Figure 1. Track usage over the die.
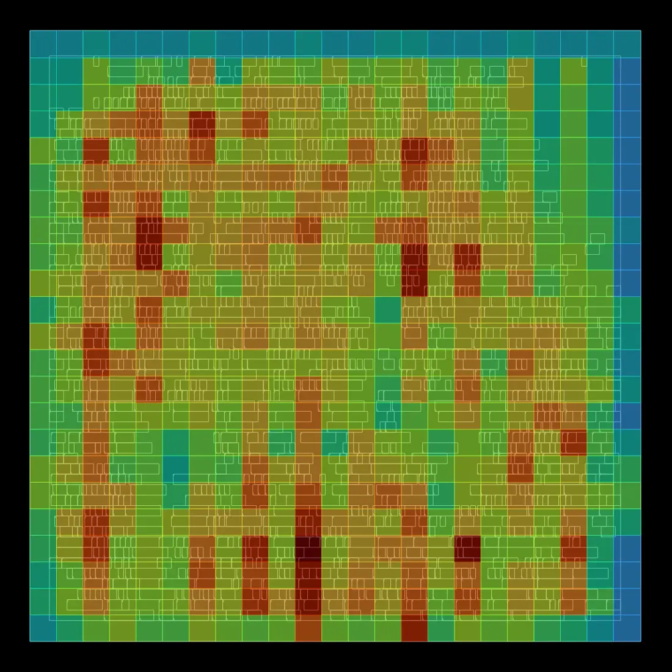
Figure 2. Where the registers sit.
Other sequential cells in the stronger grey, the rest of the logic in the fainter grey.
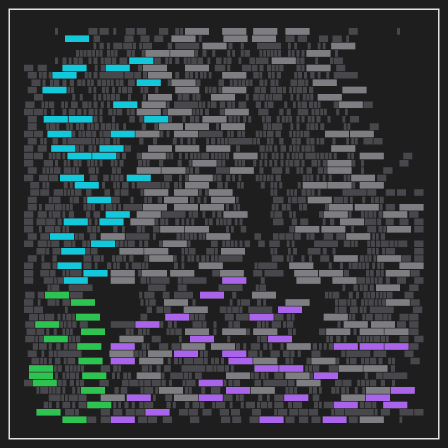
[config.mk]
export PLATFORM = sky130hd
export DESIGN_NAME = fetch_unit
export DESIGN_NICKNAME = d
export VERILOG_FILES = /design/src/rtl/fetch_unit_pkg.sv /design/src/rtl/fetch_unit_sat_counter.sv /design/src/rtl/fetch_unit.sv
export SDC_FILE = /design/constraint.sdc
export NUM_CORES = 1
export LEC_CHECK = 0
export ABC_AREA = 1
export CAP_MARGIN = 20
export CORE_MARGIN = 5
export CORE_UTILIZATION = 50
export CTS_BUF_LIST = sky130_fd_sc_hd__clkbuf_8 sky130_fd_sc_hd__clkbuf_16
export DETAILED_ROUTE_END_ITERATION = 16
export GPL_ROUTABILITY_DRIVEN = 0
export PLACE_DENSITY = 0.77
export SYNTH_ARGS = -nofsm -noshare
export SYNTH_HDL_FRONTEND = slang
export SYNTH_SLANG_ARGS = --single-unit
[constraint.sdc]
create_clock -name clk -period 2.5 [get_ports clk]
set_clock_uncertainty 0.05 [all_clocks]
set_input_delay 0.375 -clock clk [delete_from_list [all_inputs] [get_ports clk]]
set_output_delay 0.375 -clock clk [all_outputs]
set_load 0.01 [all_outputs]
[src/rtl/fetch_unit_pkg.sv]
// Shared pipeline constants for the MIPS fetch stage.
package fetch_unit_pkg;

    localparam int unsigned DEF_ADDR_W   = 32;
    localparam int unsigned DEF_CNT_W    = 16;
    localparam int unsigned INSTR_W      = 32;
    localparam int unsigned PC_INC       = 4;
    localparam logic [31:0] DEF_RESET_PC = 32'h0000_0000;
    localparam logic [31:0] NOP_INSTR    = 32'h0000_0000;

endpackage

[src/rtl/fetch_unit_sat_counter.sv]
// Saturating up-counter; sticks at all-ones instead of wrapping.
module fetch_unit_sat_counter #(
    parameter int unsigned W = 16
) (
    input  logic         clk,
    input  logic         rst_n,
    input  logic         en,
    output logic [W-1:0] count
);

    always_ff @(posedge clk or negedge rst_n) begin
        if (!rst_n) begin
            count <= '0;
        end else if (en && (count != '1)) begin
            count <= count + W'(1);
        end
    end

endmodule

[src/rtl/fetch_unit.sv]
// IF stage plus IF/ID register: PC, 1-cycle imem fetch, one-entry skid, flush bubbles.
module fetch_unit
    import fetch_unit_pkg::*;
#(
    parameter int unsigned        ADDR_W   = DEF_ADDR_W,
    parameter logic [ADDR_W-1:0]  RESET_PC = ADDR_W'(DEF_RESET_PC),
    parameter int unsigned        CNT_W    = DEF_CNT_W
) (
    input  logic                clk,
    input  logic                rst_n,
    input  logic                PCWrite,
    input  logic                IFIDWrite,
    input  logic                Redirect,
    input  logic [ADDR_W-1:0]   RedirectPC,
    output logic                imem_en,
    output logic [ADDR_W-1:0]   imem_addr,
    input  logic [INSTR_W-1:0]  imem_rdata,
    output logic [INSTR_W-1:0]  IFID_instr,
    output logic [ADDR_W-1:0]   IFID_pc4,
    output logic                IFID_valid,
    output logic [CNT_W-1:0]    stall_cnt,
    output logic [CNT_W-1:0]    flush_cnt
);

    localparam logic [ADDR_W-1:0] PC_STEP    = ADDR_W'(PC_INC);
    localparam logic [ADDR_W-1:0] ALIGN_MASK = ~ADDR_W'(3);

    logic [ADDR_W-1:0]  pcQ;
    logic               inflV;
    logic [ADDR_W-1:0]  inflPc;
    logic               skidV;
    logic [INSTR_W-1:0] skidInstr;
    logic [ADDR_W-1:0]  skidPc;

    // A held full skid blocks new fetches so the skid can never be overrun.
    assign imem_en   = PCWrite & ~Redirect & ~(skidV & ~IFIDWrite);
    assign imem_addr = pcQ;

    always_ff @(posedge clk or negedge rst_n) begin
        if (!rst_n) begin
            pcQ        <= RESET_PC;
            inflV      <= 1'b0;
            inflPc     <= '0;
            skidV      <= 1'b0;
            skidInstr  <= NOP_INSTR;
            skidPc     <= '0;
            IFID_instr <= NOP_INSTR;
            IFID_pc4   <= '0;
            IFID_valid <= 1'b0;
        end else if (Redirect) begin
            // Wrong-path in-flight data and any skid contents are discarded.
            pcQ        <= RedirectPC & ALIGN_MASK;
            inflV      <= 1'b0;
            skidV      <= 1'b0;
            IFID_instr <= NOP_INSTR;
            IFID_valid <= 1'b0;
        end else begin
            if (imem_en) begin
                pcQ    <= pcQ + PC_STEP;
                inflV  <= 1'b1;
                inflPc <= pcQ;
            end else begin
                inflV  <= 1'b0;
            end

            if (IFIDWrite) begin
                if (skidV) begin
                    IFID_instr <= skidInstr;
                    IFID_pc4   <= skidPc + PC_STEP;
                    IFID_valid <= 1'b1;
                    // Refill from the returning fetch so it is not lost behind the skid.
                    skidV      <= inflV;
                    if (inflV) begin
                        skidInstr <= imem_rdata;
                        skidPc    <= inflPc;
                    end
                end else if (inflV) begin
                    IFID_instr <= imem_rdata;
                    IFID_pc4   <= inflPc + PC_STEP;
                    IFID_valid <= 1'b1;
                end else begin
                    IFID_instr <= NOP_INSTR;
                    IFID_valid <= 1'b0;
                end
            end else if (inflV && !skidV) begin
                skidV     <= 1'b1;
                skidInstr <= imem_rdata;
                skidPc    <= inflPc;
            end
        end
    end

    fetch_unit_sat_counter #(.W(CNT_W)) uStallCnt (
        .clk   (clk),
        .rst_n (rst_n),
        .en    (~Redirect & ~IFIDWrite),
        .count (stall_cnt)
    );

    fetch_unit_sat_counter #(.W(CNT_W)) uFlushCnt (
        .clk   (clk),
        .rst_n (rst_n),
        .en    (Redirect),
        .count (flush_cnt)
    );

endmodule

==> Flow_metrics.wiki <==
== Flow metrics ==
{| class="wikitable"
! Metric !! Value
|-
| Number of I/O port buffers || 192
|-
| Total wire length || 28.35 mm
|-
| Detailed Routing Iterations Pass 1 || 6
|-
| Crit path capture type || primary output
|-
| Highest attainable clock frequency || 0.4371 GHz
|-
| Setup repair after global routing missed its margin || false
|-
| Register area share after synthesis || 49.44%
|-
| Share of final-layout standard cells stronger than drive strength 1 || 7.649%
|-
| Switching power || 3.187 mW
|-
| Total combinational power || 2.37 mW
|-
| Critical path required time || 2080 ps
|-
| Yosys chip area || 0.01109 mm2
|-
| Part of the total power dissipated in sequential elements || 43.9%
|-
| Hold violation total from the final report || 0
|-
| Flip-flop and latch power || 4.64 mW
|-
| Overall power consumption || 10.57 mW
|-
| Initial core utilization || 50.80%
|-
| Top Consumer || registers
|-
| Buf+Inv Stages, Crit Path || 2
|-
| Logic gate share of total power || 22.4%
|-
| Hold crit path type || in -> async
|-
| Fraction of area in clock buffers and inverters || 5.741%
|-
| Layout filler cell count || 1,847
|-
| Non-filler instance count after layout || 1,888
|-
| Clock tree from TritonCTS || built
|-
| Leak || 6.534 nW
|-
| Number of warning messages in the yosys log || 0
|-
| Tot GR Track Use || 21.97%
|-
| Final Max Tran Viols || 0
|-
| Most frequent logic cell in the layout || sky130_fd_sc_hd__nand2_1
|-
| Worst Setup Start Kind || register
|-
| Slew margin rel. || 61.96%
|-
| Post-Place Setup Slack || 147.1 ps
|-
| Post-detailed-route DRC marker count || 0
|-
| Library cell contributing the largest single delay on the critical path || sky130_fd_sc_hd__clkdlybuf4s50_1
|-
| Max-cap viol count || 0
|-
| Footprint of the flip-flops and latches || 0.005482 mm2
|-
| Maximum number of pins on one net before global-route repair || 65
|-
| Largest registers in the final layout || IFID_instr x32, skidInstr x32
|-
| Final Hold Slack || 284.0 ps
|-
| Slowest stage delay, CP || 540 ps
|-
| H-tree lvl count || 1
|-
| Arrival @ worst endpoint || 1860 ps
|-
| Antenna Nets Post-Route || 0
|-
| Biggest Area Class || registers
|-
| Minimum clock period after layout || 2288 ps
|-
| Asr flop ratio synth || 100.0%
|-
| Setup slack after layout || 212.2 ps
|-
| Sum of negative setup slack || 0 ps
|-
| Most used DFF post-synth || sky130_fd_sc_hd__dfrtp_1
|-
| Seq cells post-synth || 219
|-
| Count of clock tree sinks || 219
|-
| Final sequential cell count || 219
|-
| Power Clock || 3.57 mW
|-
| Count of tool warnings || 28
|-
| Largest fanout on the critical path || 8
|-
| Yosys cell count || 1,403
|-
| Distinct cells, synth || 44
|-
| Largest voltage drop on the vdd net || 501.0 uV
|-
| Post-CTS sizing || 0
|-
| Power share of the clock group || 33.7%
|-
| Detailed-route vias per instance || 5.211
|-
| Gate count of the mapped netlist || 1,403
|-
| Skew-Pair Late Insertion Delay || 530 ps
|-
| Chip Area || 0.02525 mm2
|-
| Total power density per cell area || 749.9 mW/mm2
|-
| Standard cell core area || 0.02182 mm2
|-
| Global-route wire length before repair || 47.82 mm
|-
| Number of clock buffers in the layout || 32
|-
| Leftover overflow at the end of global routing || 0
|-
| Number of diodes added for antenna fixing || 0
|-
| Total of plain and repair buffers excluding clock buffers || 217
|-
| Number of enable-type register cells in the synthesized netlist || 0
|-
| Overall via count from detail_route || 9,838
|-
| Internal Pwr Total || 7.387 mW
|-
| Number of buffers added by the clock tree synthesis step || 25
|-
| Clock-pin slew on the worst setup and hold paths || 60 ps
|-
| Final tally of setup violations || 0
|-
| Chip height || 158.9 um
|-
| Placed cell count || 1,843
|-
| Cell area after synthesis || 0.01109 mm2
|-
| Drt initial violations || 676
|-
| Clock root buffer || sky130_fd_sc_hd__clkbuf_16
|-
| Placed Instance Area || 0.01328 mm2
|-
| Sequential share of cell area || 38.87%
|-
| Die Span X || 158.9 um
|-
| Number of buffers added for setup after CTS || 0
|-
| I/O pin count || 199
|-
| Sw frac || 30.14%
|-
| Combinational fraction of the cell area || 33.52%
|-
| Antenna violations before repair || 0
|-
| Area of the multi-input gates || 0.004727 mm2
|-
| Kind of critical path || reg -> out
|-
| Ordered cell list for the critical path || nand2_1, nand3_2, clkinv_1, clkdlybuf4s50_1
|-
| Vias in the first global route || 9,636
|-
| Final Net Count || 1,664
|-
| Cell area after layout || 0.01410 mm2
|-
| Non-clock buffer share || 15.46%
|-
| Clock tree buffer depth || 3
|-
| Tap cells || 280
|-
| Signed area change from the synthesized netlist to the final layout || 27.20%
|-
| Cell family with most CP delay || buffers and inverters
|-
| Number of ordinary inverters in the final layout || 146
|-
| Worst Max-Slew Pin Slew || 570.6 ps
|-
| Share of the clock period used by the worst path || 91.51%
|-
| Syn_area_per_cell || 7.901 um2
|-
| Hold Buf Count CTS || 1
|-
| Most frequent cells in the layout || sky130_fd_sc_hd__nand2_1 (456), sky130_fd_sc_hd__dfrtp_1 (218), sky130_fd_sc_hd__clkdlybuf4s50_1 (191), sky130_fd_sc_hd__inv_1 (143), sky130_fd_sc_hd__o21ai_0 (136)
|-
| Total number of multi-input combinational cells || 982
|-
| Run status || finished, final reports clean
|-
| Rows || 54
|-
| HPWL after detailed placement || 20.31 mm
|}
## Picture notes: Figure 1
routed length per placed instance: 15.02 um
met1 track demand over resource in global routing: 32.21%
fin util: 64.61%
met3 Usage GRT: 3.396%
GRT busiest layer: met2

## Picture notes: Figure 2
| netlist name | colour | sequential cells |
|---|---|---|
| imem_addr | cyan | 30 |
| IFID_instr | purple | 32 |
| uFlushCnt.count | green | 16 |
not coloured: 141

per-layer routing:
layer | wire length (um) | GRT usage [%]
met1 | 13350 | 32.21
met2 | 12920 | 34.46
met3 | 1490 | 3.396
met4 | 593 | 5.584
met5 | 0 | 0
Yosys cell counts (21+ instances only):
| cell type | n | area share, % |
|---|---|---|
| sky130_fd_sc_hd__o21ai_0 | 136 | 6.1 |
| sky130_fd_sc_hd__nand3_1 | 81 | 3.7 |
| sky130_fd_sc_hd__nand4_1 | 27 | 1.5 |
| sky130_fd_sc_hd__nand2_2 | 22 | 1.2 |
| sky130_fd_sc_hd__inv_1 | 139 | 4.7 |
| sky130_fd_sc_hd__a22oi_1 | 32 | 2.2 |
| sky130_fd_sc_hd__clkbuf_1 | 22 | 0.74 |
| sky130_fd_sc_hd__dfrtp_1 | 219 | 49 |
| sky130_fd_sc_hd__nand2_1 | 456 | 15 |
| sky130_fd_sc_hd__xor2_1 | 21 | 1.7 |
| sky130_fd_sc_hd__nor2_1 | 82 | 2.8 |
kinds of logic (layout without fill, tap and decap cells):
family	Yosys count	count (layout)	share of synthesized area [%]
and+or+nand+nor	723	723	28.10
xor gates and xnor gates	32	32	2.528
other	1	4	0.03383
DFF	219	219	49.44
buffers and inverters	205	407	8.160
AOI/OAI and AO/OA	219	219	11.29
adders and majority gates	4	4	0.4515
worst paths after layout:
| kind | from | endpoint | slack [ps] | cells past startpoint |
|---|---|---|---|---|
| setup / recovery | skidV | imem_en | 210 | 4 |
| hold / removal | rst_n | skidInstr[10] | 280 | 2 |
| setup reg to reg | imem_addr[3] | imem_addr[26] | 270 | 8 |
| hold reg to reg | IFID_pc4[29] | IFID_pc4[29] | 430 | 2 |
| max in group asynchronous | rst_n | skidPc[20] | 1370 | 3 |
| min in group clk | RedirectPC[26] | imem_addr[26] | 370 | 3 |
Power is estimated from default activity; no workload was simulated.
